zoom.png
Region (64, 72) to (104, 112) um. Cells in gray, sequential cells in the stronger gray; small squares are vias.
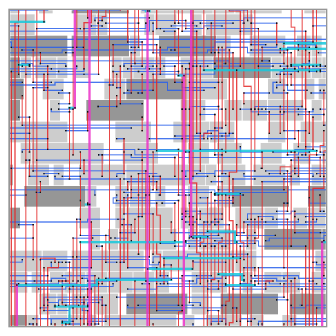
wire_density.png
The bar under the picture is 50 um long. The die is cut into 34 by 37 equal tiles; white is low, dark blue is high, scaled to the fullest tile. Values are wire area over tile area, all layers added.
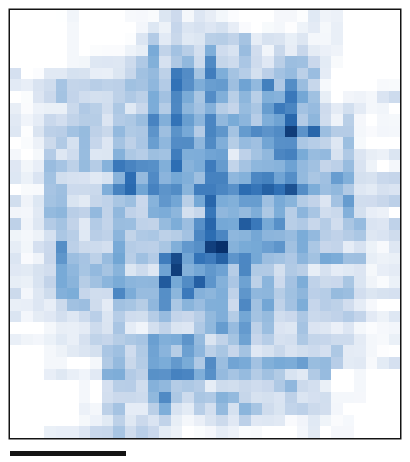
final_clocks.png
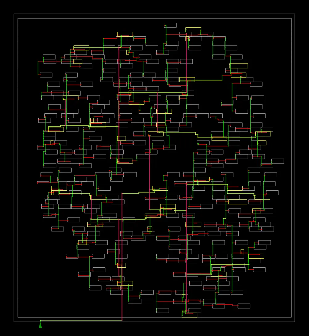
==> config.mk <==
export PLATFORM = sky130hd
export DESIGN_NAME = pipelined_addsub
export DESIGN_NICKNAME = d
export VERILOG_FILES = /design/src/rtl/pipelined_addsub_pkg.sv /design/src/rtl/pipelined_addsub_seg_cla_adder.sv /design/src/rtl/pipelined_addsub.sv
export SDC_FILE = /design/constraint.sdc
export NUM_CORES = 1
export LEC_CHECK = 0
export CORE_ASPECT_RATIO = 1.1
export CORE_MARGIN = 2
export CORE_UTILIZATION = 40
export DETAILED_ROUTE_END_ITERATION = 8
export GPL_TIMING_DRIVEN = 0
export HOLD_SLACK_MARGIN = 0.1
export PLACE_DENSITY_LB_ADDON = 0.25
export SLEW_MARGIN = 25
export SYNTH_ARGS = -nofsm -noshare
export SYNTH_HDL_FRONTEND = slang
export SYNTH_SLANG_ARGS = --single-unit
==> constraint.sdc <==
create_clock -name clk -period 2.15 [get_ports clk]
set_clock_uncertainty 0.2 [all_clocks]
set_input_delay 0.43 -clock clk [delete_from_list [all_inputs] [get_ports clk]]
set_output_delay 0.43 -clock clk [all_outputs]
set_load 0.005 [all_outputs]
==> impl_metrics.py <==
# Flow results
metrics = {
    "sta": {
        "clock.fmax_ghz": 0.442,
        "slew-limit-headroom": 0.532,
        "setup_slack_ps": -110,
        "finalSetupTns_ps": -185,
        "post-route-min-period_ps": 2260,
        "worst_slew_pin_slew_ps": 702,
        "hold_viol": 0,
        "maxSlewViolCount": 0,
        "rsz0062_at_grt": "yes",
        "setup_viol": 2,
        "period_used_share": 1.05,
    },
    "job": {
        "warnings": 28,
        "maxCapViolations": 0,
    },
    "finish": {
        "utilization": 0.509,
        "diodes": 0,
        "regArea_um2": 5630,
        "post_route_cells_drive_above_1_share": 0.106,
        "syn2layout_area_growth_pct": 26.1,
        "nets": 1673,
        "mi_logic_area_um2": 6150,
        "fillers": 2831,
    },
    "clocking": {
        "cts.path.max_buffers": 3,
        "root_buffer": "clkbuf_16",
        "clkTransAtPathRegs_ps": 60,
        "cts_tree": "done",
        "cts_sinks": 280,
        "ctsHtreeMaxLevel": 1,
    },
    "global_route": {
        "grt_pass1_wl_mm": 47.7,
        "grt.overflow.total": 0,
        "grt_pass1_vias": 9167,
        "antenna_found_initial": 0,
        "grt_max_degree": 14,
    },
    "placement": {
        "place_congestion": 0.844,
        "pre_cts_slack_ps": -1630,
        "dpl.hpwl_mm": 22.0,
    },
    "logic_synthesis": {
        "ys_area_um2": 11900,
        "synth-edff-count": 0,
        "yosys.stat.seqShare": 0.471,
        "synth-async-reset-ratio": 0,
        "most_common_cell": "nand2_1",
        "yosysTopAreaCellShare": 0.471,
        "yosys_cells": 1403,
        "syn_nets": 1514,
        "yosysUniqueCellTypes": 52,
        "synth-seq-cells": 280,
        "syn_area_um2": 11900,
        "topCellsByArea": "dfxtp_1, nand2_1, a21boi_0, ha_1, o211a_1",
        "yosys-top-cells-count": "nand2_1, dfxtp_1, a21boi_0",
        "yosys_warnings": 0,
    },
    "floorplanning": {
        "die_h_um": 185,
        "die_w_um": 169,
        "io_pins": 117,
        "core_um2": 29500,
        "fp_util": 0.404,
        "dieArea_um2": 31200,
    },
    "critical_path": {
        "worstRegToRegCells": 7,
        "critPathCaptureType": "register",
        "reg2reg_slack_ps": -110,
        "cp-start-kind": "register",
        "crit_type": "reg2reg",
    },
    "run_status": {
        "violations": "setup timing",
        "status": "finished, violations left",
    },
    "route": {
        "drtIter0Drc": 502,
        "via_count": 9586,
        "viasPerCell": 4.91,
        "post-route-drc-count": 0,
        "ant_nets": 0,
    },
    "power": {
        "ir_drop_v": 0.000583,
    },
    "hold_path": {
        "hp-class": "in2reg",
        "worstHoldPathCells": 3,
    },
}
## Picture notes: zoom.png
- blue: met1
- red: met2
- magenta: met4
- cyan: met3
- most frequent: nand2_1 (20), dfxtp_1 (10), inv_1 (8)
- sequential cells in the window: 12
- cells with their middle in the window: 128

## Picture notes: wire_density.png
- fullest tile: 0.57
- tiles over half the peak: 13%
- mean over tiles: 0.15
- densest ninth of the die: middle
- nearly empty tiles: 14%
detailed-route wire length: 30.0 mm
GRT Total Usage: 0.190

## Picture notes: final_clocks.png
Clock Latency Late Sink: 540 ps
CTS Buf Count: 28
clock-net power: 4.96 mW
flop count: 280

==> cell type report <==
cell class / instances / area share
clock inverters: 7 / 0.00583
flip-flops and latches: 280 / 0.375
clock buffers: 41 / 0.0567
multi-input cells: 1004 / 0.410
inverters: 21 / 0.00525
well taps: 374 / 0.0312
plain buffers: 94 / 0.0309
repair buffers: 133 / 0.0858
==> metrics by stage <==
step                      hold slack, ps  power (mW)
after global placement               247        6.60
final                                252        11.6
after global routing                 247        12.0
after floorplan                      236        6.25
after detailed placement             251        6.62
after CTS                            244        11.6
==> per-layer routing <==
layer	global-route usage	part of all wire	vias to the layer above
met5	0	0	-
met4	0.0555	0.028	0
met2	0.324	0.46	174
li1	-	-	4990
met1	0.255	0.47	4381
met3	0.0229	0.038	41
==> power breakdown <==
| group | leakage [nW] | switching (mW) | internal, mW | total (mW) |
|---|---|---|---|---|
| logic | 3.12 | 0.498 | 0.525 | 1.02 |
| clock network | 0.464 | 2.01 | 2.96 | 4.96 |
| registers | 2.30 | 0.143 | 5.42 | 5.57 |
==> repair_timing <==
action	4_1_cts	5_1_grt
setup endpoints to repair	240	221
pin swaps	11	19
resized	61	85
buffers inserted	12	6
hold buffers	0	0
hold endpoints to repair	0	0
==> kinds of logic after synthesis <==
group	share of synthesized area
buffers and inverters	0.0381
adders and majority gates	0.0403
and+or+nand+nor	0.192
muxes	0.000840
AOI/OAI and AO/OA	0.217
DFF	0.471
xor gates and xnor gates	0.0412
==> critical path, stage by stage (launching register included) <==
cell and delay (ps):
dfxtp_4 360, buf_4 110, inv_1 40, fa_1 390, xor2_1 190, nand3_1 130
or4_4 530, o31ai_2 230
==> cell usage in the layout, fill, tap and decap left out, drive strengths merged, types with 2 or more instances in the layout <==
master and n:
nand2 486, dlygate4sd2 2, o311a 2, clkbuf 128, or2 2, and2 18, a211o 2, o22ai 2
nor2b 6, a21oi 14, and3 2, nor3 14, nand4 2, o21bai 4, o31ai 2, fa 4
inv 21, a22o 2, dfxtp 280, nor2 20, xnor2 42, o211ai 2, o21ai 27, a21boi 211
xor2 14, buf 26, o21a 3, nor4 2, or4 2, a31oi 11, nand3 14, a31o 2
a211oi 7, o211a 38, clkinv 4, bufinv 2, clkdlybuf4s50 111, a21o 4, ha 32, o2111ai 3
Power and IR drop assume default switching activity.
